port_trees.png
The bar under the picture is 20 um long.
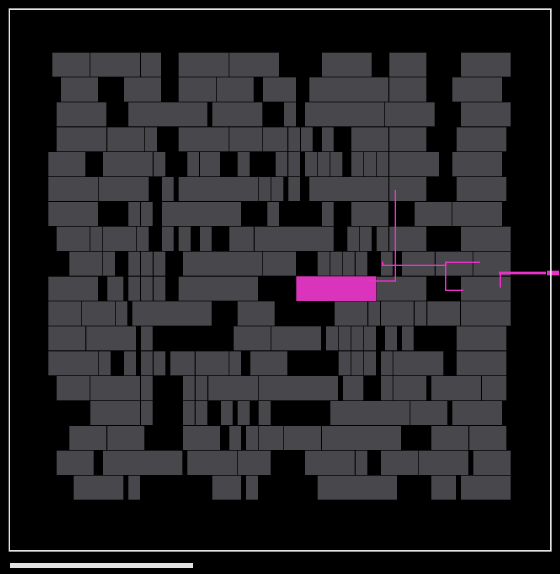
layers.png
Two of the layers only.
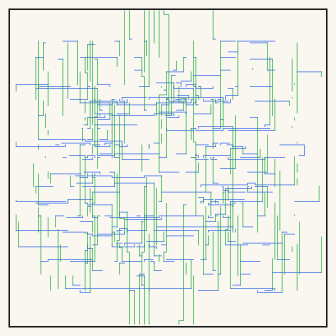
class_map.png
Fill, decap, tap and diode cells in grey.
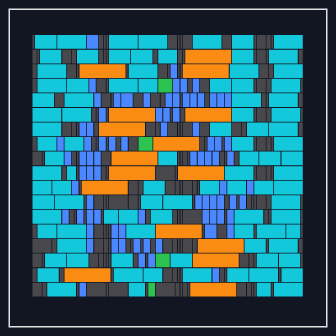
route_heat.png
12 x 12 tiles, from dark blue (low) to red (high), scaled to the fullest tile. Values are wire area over tile area, all layers added.
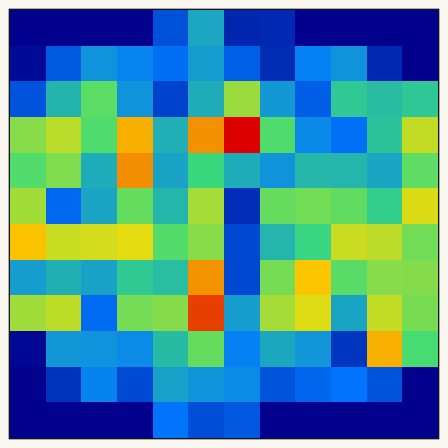
### src/rtl/instruction_register.sv
// Instruction register: holds the fetched 16-bit word and slices it into overlapping decode fields.
// Optional macro IR_LOADED_FLAG_EN adds a sticky `loaded` flag set by the first write after reset.
module instruction_register (
  input  logic        CLK,
  input  logic        RESET,
  input  logic        w,
  input  logic [15:0] in,
  output logic [15:0] out,
  output logic [5:0]  OPCODE,
  output logic        REGISTER_ADRESS,
  output logic [1:0]  REGISTER_ADRESS_STACK,
  output logic [8:0]  IMMEDIATE,
  output logic [9:0]  BA
`ifdef IR_LOADED_FLAG_EN
  ,
  output logic        loaded
`endif
);

  logic [15:0] ir_q, ir_d;

  always_comb begin
    ir_d = ir_q;
    if (w) begin
      ir_d = in;
    end
  end

  // Reset is synchronous and takes priority over the write strobe.
  always_ff @(posedge CLK) begin
    if (!RESET) begin
      ir_q <= 16'h0000;
    end else begin
      ir_q <= ir_d;
    end
  end

`ifdef IR_LOADED_FLAG_EN
  logic loaded_q, loaded_d;

  always_comb begin
    loaded_d = loaded_q;
    if (w) begin
      loaded_d = 1'b1;
    end
  end

  always_ff @(posedge CLK) begin
    if (!RESET) begin
      loaded_q <= 1'b0;
    end else begin
      loaded_q <= loaded_d;
    end
  end

  assign loaded = loaded_q;
`endif

  // Fields overlap on bits 9 and 8; the instruction format decides which one is meaningful.
  always_comb begin
    out                   = ir_q;
    OPCODE                = ir_q[15:10];
    REGISTER_ADRESS       = ir_q[9];
    REGISTER_ADRESS_STACK = ir_q[9:8];
    IMMEDIATE             = ir_q[8:0];
    BA                    = ir_q[9:0];
  end

endmodule

### config.mk
export PLATFORM = sky130hd
export DESIGN_NAME = instruction_register
export DESIGN_NICKNAME = d
export VERILOG_FILES = /design/src/rtl/instruction_register.sv
export SDC_FILE = /design/constraint.sdc
export NUM_CORES = 1
export LEC_CHECK = 0
export ABC_AREA = 1
export CAP_MARGIN = 20
export CORE_MARGIN = 4
export CORE_UTILIZATION = 34
export CTS_CLUSTER_SIZE = 40
export DETAILED_ROUTE_END_ITERATION = 10
export GPL_TIMING_DRIVEN = 0
export PLACE_DENSITY = 0.8
export SYNTH_ARGS = -nofsm -noshare
export SYNTH_HDL_FRONTEND = slang
export SYNTH_SLANG_ARGS = --single-unit
export TNS_END_PERCENT = 100
### constraint.sdc
create_clock -name CLK -period 0.8 [get_ports CLK]
set_input_delay 0.08 -clock CLK [delete_from_list [all_inputs] [get_ports CLK]]
set_output_delay 0.08 -clock CLK [all_outputs]
set_load 0.05 [all_outputs]
==> impl_metrics.yaml <==
# flow metrics
power_and_ir_drop:
  leakage_nw: 0.974
  internal-power_mw: 1.71
  p_sw_share_pct: 39.4
logic_synthesis:
  aoi_share_pct: 0
  adder_share_pct: 0
  synth-simple-area-share_pct: 28.0
  synth.logic.top_family: "buffers and inverters"
  topCellsByArea: "dfxtp_1 36%, buf_4 25%, nand2_1 14%, nor2_1 12%, inv_1 6.8%"
clocking:
  cts.sinks: 16
  hold_buffers: 0
route:
  drt-met1-wl_um: 865
  firstDrtPassIters: 4
  post-route-drc-count: 0
min_path:
  hold_path_class: "primary input to register"
cells_and_area:
  fillers: 189
  seq_cell_count: 16
  multi_input_comb_cells: 64
place:
  hpwl_mm: 1.83
  placed_cell_area_mm2: 0.00159
  gp_congestion: 0.730
floorplanning:
  dieArea_mm2: 0.00348
setup_path:
  critPathLaunch: "out[9]"
  r2r.worst_path.cells: 2
  reg2reg_slack_ns: 0.16
run_status:
  violations: "negative setup slack"
  outcome: "complete, but fails checks"
final_timing:
  rsz0062_at_grt: "yes"
  setup_viol_count_final: 44
  setup_ws_ns: -0.209
  final_hold_viol_count: 0
-- port_trees.png (at the start) --
`REGISTER_ADRESS` -> magenta  # bits 1, direction output, edge right, end cells 1, buffers 1, wire 35.1 um
IO Pins: 63
I/O Buffers: 61

-- layers.png (at the start) --
M1 -> blue  # wire length 865 um
M2 -> green  # wire length 1240 um

-- class_map.png (at the start) --
clock drivers and dummy loads -> green  # cells 4, share of their area 1.4%
registers -> orange  # cells 16, share of their area 20%
remaining logic cells -> blue  # cells 80, share of their area 16%
remaining buffers and delay cells -> cyan  # cells 94, share of their area 62%
flop share of the area: 19.7%
core box area: 0.00248 mm2

-- route_heat.png (at the start) --
nearly empty tiles = 15%
tiles over half the peak = 33%
mean over tiles = 0.12
fullest tile = 0.33
gr usage total: 15.8%
via count: 929

